`src/rtl/csr_access_unit_if.sv`:
```
// csr_access_unit_if: request/response handshake between the core's execute
// stage (master) and csr_access_unit (slave). Data width follows the global
// XLEN macro, which defaults to 32 when the build does not define it.
`ifndef XLEN
`define XLEN 32
`endif

interface csr_access_unit_if;
    logic              req_valid;
    logic              req_ready;
    logic [1:0]        req_op;
    logic [3:0]        req_index;
    logic [`XLEN-1:0]  req_operand;
    logic              resp_valid;
    logic              resp_ready;
    logic [`XLEN-1:0]  resp_rdata;
    logic              resp_err;

    modport master (
        output req_valid, req_op, req_index, req_operand, resp_ready,
        input  req_ready, resp_valid, resp_rdata, resp_err
    );

    modport slave (
        input  req_valid, req_op, req_index, req_operand, resp_ready,
        output req_ready, resp_valid, resp_rdata, resp_err
    );
endinterface

```
`src/rtl/csr_access_unit.sv`:
```
// csr_access_unit: executes one CSR read-write / read-set / read-clear at a
// time. The old value is sampled from the register file's parallel read
// outputs when the request is accepted, a single-cycle write strobe follows,
// and the old value is then returned over the response handshake.
// Optional feature macro CSR_MCYCLE_EN: index 15 maps onto an internal
// free-running cycle counter instead of the register file.
`ifndef XLEN
`define XLEN 32
`endif

module csr_access_unit (
    input  logic                    clk,
    input  logic                    rst,
    csr_access_unit_if.slave        bus,
    input  logic [15:0][`XLEN-1:0]  csr,
    output logic                    wreq,
    output logic [3:0]              windex,
    output logic [`XLEN-1:0]        wdata
);
    localparam int XLEN = `XLEN;

    localparam logic [1:0] OP_ILLEGAL = 2'b00;
    localparam logic [1:0] OP_RS      = 2'b10;
    localparam logic [1:0] OP_RC      = 2'b11;
    localparam logic [3:0] ZERO_INDEX = 4'd0;
`ifdef CSR_MCYCLE_EN
    localparam logic [3:0] MCYCLE_INDEX = 4'd15;
`endif

    typedef enum logic [1:0] {
        IDLE  = 2'd0,
        WRITE = 2'd1,
        RESP  = 2'd2
    } state_t;

    state_t            state;
    state_t            state_next;
    logic              accept;
    logic [XLEN-1:0]   old_val;
    logic [XLEN-1:0]   new_val;
    logic              suppress;
    logic              hit_counter;

    logic              wreq_q;
    logic [3:0]        windex_q;
    logic [XLEN-1:0]   wdata_q;
    logic [XLEN-1:0]   rdata_q;
    logic              err_q;

`ifdef CSR_MCYCLE_EN
    logic [XLEN-1:0]   mcycle;
    logic              mcycle_load;
`endif

    // State register; reset drops any in-flight request straight back to IDLE.
    always_ff @(posedge clk or posedge rst) begin
        if (rst) begin
            state <= IDLE;
        end else begin
            state <= state_next;
        end
    end

    // Next-state logic and the handshake outputs, which depend on state only.
    always_comb begin
        state_next     = state;
        accept         = 1'b0;
        bus.req_ready  = 1'b0;
        bus.resp_valid = 1'b0;
        case (state)
            IDLE: begin
                bus.req_ready = 1'b1;
                if (bus.req_valid) begin
                    accept     = 1'b1;
                    state_next = WRITE;
                end
            end
            WRITE: begin
                state_next = RESP;
            end
            RESP: begin
                bus.resp_valid = 1'b1;
                if (bus.resp_ready) begin
                    state_next = IDLE;
                end
            end
            default: begin
                state_next = IDLE;
            end
        endcase
    end

    // Old-value sampling, new-value arithmetic and write suppression, all
    // evaluated on the live request so results can be registered on accept.
    always_comb begin
        old_val     = csr[bus.req_index];
        hit_counter = 1'b0;
`ifdef CSR_MCYCLE_EN
        if (bus.req_index == MCYCLE_INDEX) begin
            old_val     = mcycle;
            hit_counter = 1'b1;
        end
`endif
        if (bus.req_index == ZERO_INDEX) begin
            old_val = '0;
        end

        new_val = bus.req_operand;
        case (bus.req_op)
            OP_RS:   new_val = old_val | bus.req_operand;
            OP_RC:   new_val = old_val & ~bus.req_operand;
            default: new_val = bus.req_operand;
        endcase

        suppress = (bus.req_index == ZERO_INDEX)
                || (bus.req_op == OP_ILLEGAL)
                || (((bus.req_op == OP_RS) || (bus.req_op == OP_RC))
                    && (bus.req_operand == '0));
    end

    // Capture write-port values and the response on accept; the strobe is
    // only ever held for the single WRITE cycle that follows.
    always_ff @(posedge clk or posedge rst) begin
        if (rst) begin
            wreq_q   <= 1'b0;
            windex_q <= '0;
            wdata_q  <= '0;
            rdata_q  <= '0;
            err_q    <= 1'b0;
        end else if (accept) begin
            wreq_q   <= !suppress && !hit_counter;
            windex_q <= bus.req_index;
            wdata_q  <= new_val;
            rdata_q  <= (bus.req_op == OP_ILLEGAL) ? '0 : old_val;
            err_q    <= (bus.req_op == OP_ILLEGAL);
        end else begin
            wreq_q   <= 1'b0;
        end
    end

`ifdef CSR_MCYCLE_EN
    // Flags a counter load for the WRITE cycle of a non-suppressed index-15 write.
    always_ff @(posedge clk or posedge rst) begin
        if (rst) begin
            mcycle_load <= 1'b0;
        end else begin
            mcycle_load <= accept && !suppress && hit_counter;
        end
    end

    // Free-running cycle counter; a load takes priority over the increment.
    always_ff @(posedge clk or posedge rst) begin
        if (rst) begin
            mcycle <= '0;
        end else if (mcycle_load) begin
            mcycle <= wdata_q;
        end else begin
            mcycle <= mcycle + XLEN'(1);
        end
    end
`endif

    assign wreq           = wreq_q & ~rst;
    assign windex         = windex_q;
    assign wdata          = wdata_q;
    assign bus.resp_rdata = rdata_q;
    assign bus.resp_err   = err_q;

endmodule

```
`src/flat_wrapper.sv`:
```
// flat-port wrapper written by rule: the top's interface ports become plain ports
module csr_access_unit_flat 
  (clk, rst, csr, wreq, windex, wdata, bus_req_valid, bus_req_op, bus_req_index, bus_req_operand, bus_resp_ready, bus_req_ready, bus_resp_valid, bus_resp_rdata, bus_resp_err);
  csr_access_unit_if bus_i ();
  input  logic clk;
  input  logic rst;
  input  logic [15:0][`XLEN-1:0] csr;
  output logic wreq;
  output logic [3:0] windex;
  output logic [`XLEN-1:0] wdata;
  input wire logic [$bits(bus_i.req_valid)-1:0] bus_req_valid;
  input wire logic [$bits(bus_i.req_op)-1:0] bus_req_op;
  input wire logic [$bits(bus_i.req_index)-1:0] bus_req_index;
  input wire logic [$bits(bus_i.req_operand)-1:0] bus_req_operand;
  input wire logic [$bits(bus_i.resp_ready)-1:0] bus_resp_ready;
  output wire logic [$bits(bus_i.req_ready)-1:0] bus_req_ready;
  output wire logic [$bits(bus_i.resp_valid)-1:0] bus_resp_valid;
  output wire logic [$bits(bus_i.resp_rdata)-1:0] bus_resp_rdata;
  output wire logic [$bits(bus_i.resp_err)-1:0] bus_resp_err;
  assign bus_i.req_valid = bus_req_valid;
  assign bus_i.req_op = bus_req_op;
  assign bus_i.req_index = bus_req_index;
  assign bus_i.req_operand = bus_req_operand;
  assign bus_i.resp_ready = bus_resp_ready;
  assign bus_req_ready = bus_i.req_ready;
  assign bus_resp_valid = bus_i.resp_valid;
  assign bus_resp_rdata = bus_i.resp_rdata;
  assign bus_resp_err = bus_i.resp_err;
  csr_access_unit u_core (.clk(clk), .rst(rst), .bus(bus_i), .csr(csr), .wreq(wreq), .windex(windex), .wdata(wdata));
endmodule
```
`config.mk`:
```
export PLATFORM = sky130hd
export DESIGN_NAME = csr_access_unit_flat
export DESIGN_NICKNAME = d
export VERILOG_FILES = /design/src/rtl/csr_access_unit_if.sv /design/src/rtl/csr_access_unit.sv /design/src/flat_wrapper.sv
export SDC_FILE = /design/constraint.sdc
export NUM_CORES = 1
export LEC_CHECK = 0
export ABC_AREA = 1
export CAP_MARGIN = 20
export CELL_PAD_IN_SITES_DETAIL_PLACEMENT = 1
export CELL_PAD_IN_SITES_GLOBAL_PLACEMENT = 2
export CORE_ASPECT_RATIO = 0.6
export CORE_MARGIN = 2
export CORE_UTILIZATION = 18
export DETAILED_ROUTE_END_ITERATION = 8
export PLACE_DENSITY = 0.87
export SLEW_MARGIN = 25
export SYNTH_ARGS = -nofsm -noshare
export SYNTH_HDL_FRONTEND = slang
export SYNTH_SLANG_ARGS = --single-unit
```
`constraint.sdc`:
```
create_clock -name clk -period 5.62 [get_ports clk]
set_input_delay 1.405 -clock clk [delete_from_list [all_inputs] [get_ports clk]]
set_output_delay 1.405 -clock clk [all_outputs]
set_load 0.05 [all_outputs]
```
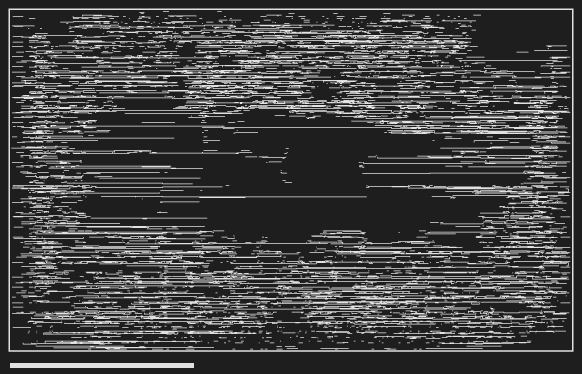
Figure 1: M1 wires.
The bar under the picture is 100 um long.
wire length on this layer: 28.2 mm
main direction: horizontal
longest straight run: 111 um
share of all routed wire: 45%
nets with wire on the layer: 2719

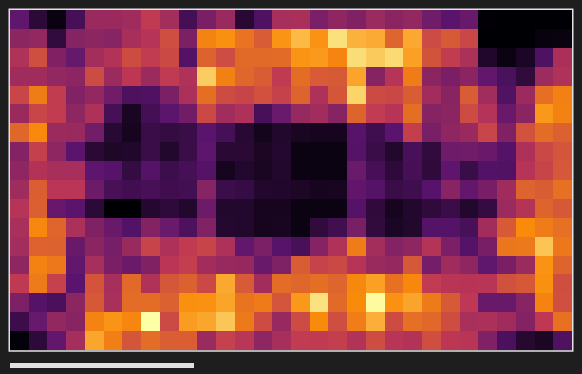
Figure 2: signal metal coverage by tile.
The bar under the picture is 100 um long. 30 x 18 tiles, from black (low) to pale yellow (high), scaled to the fullest tile. Values are wire area over tile area, all layers added.
emptiest ninth of the die: center
fullest tile: 0.43
mean over tiles: 0.18
nearly empty tiles: 2.0%
tiles over half the peak: 36%
final WL: 63100 um
GRT Total Usage: 21.8%

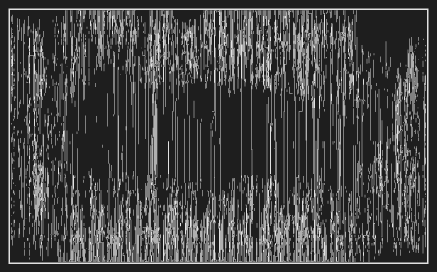
Figure 3: signal wires on met2.
share of all routed wire: 48%
main direction: vertical
wire length on this layer: 30.4 mm

==> results.sh <==
# physical design summary
export IMPL_outcome="complete, no violations"
export IMPL_root_buffer="clkbuf_16"
export IMPL_pg_seq_w=0.000924
export IMPL_top_logic_kind="simple AND/OR/NAND/NOR gates"
export IMPL_antenna_left=0
export IMPL_dp_cells=3145
export IMPL_dr_pass1_iters=4
export IMPL_grt_pass1_vias=14800
export IMPL_lay_top_cells="nand2_1, clkdlybuf4s50_1, nand3_1"
export IMPL_comb_area_share_pct=35.3
export IMPL_p_comb_share_pct=64.9
export IMPL_fillCellCount=7012
export IMPL_n_antenna_cell=8
export IMPL_rsz0062_at_grt="no"
export IMPL_met2_usage_pct=37.7
export IMPL_core_sq_mm=0.0539
export IMPL_instances_no_fill=3169
export IMPL_p_leak_nw=8.45
export IMPL_syn_area_per_cell_sq_um=5.10
export IMPL_nets=2996
export IMPL_synth_nets=2473
export IMPL_clock_path_buffers=2
export IMPL_power_density_mw_per_mm2=262
export IMPL_worstPathMaxFanout=2
export IMPL_cp_startpoint="rst"
export IMPL_pwr_share_seq_pct=21.3
export IMPL_finalSetupViolCount=0
export IMPL_dominant_cell_class="non-clock buffers"
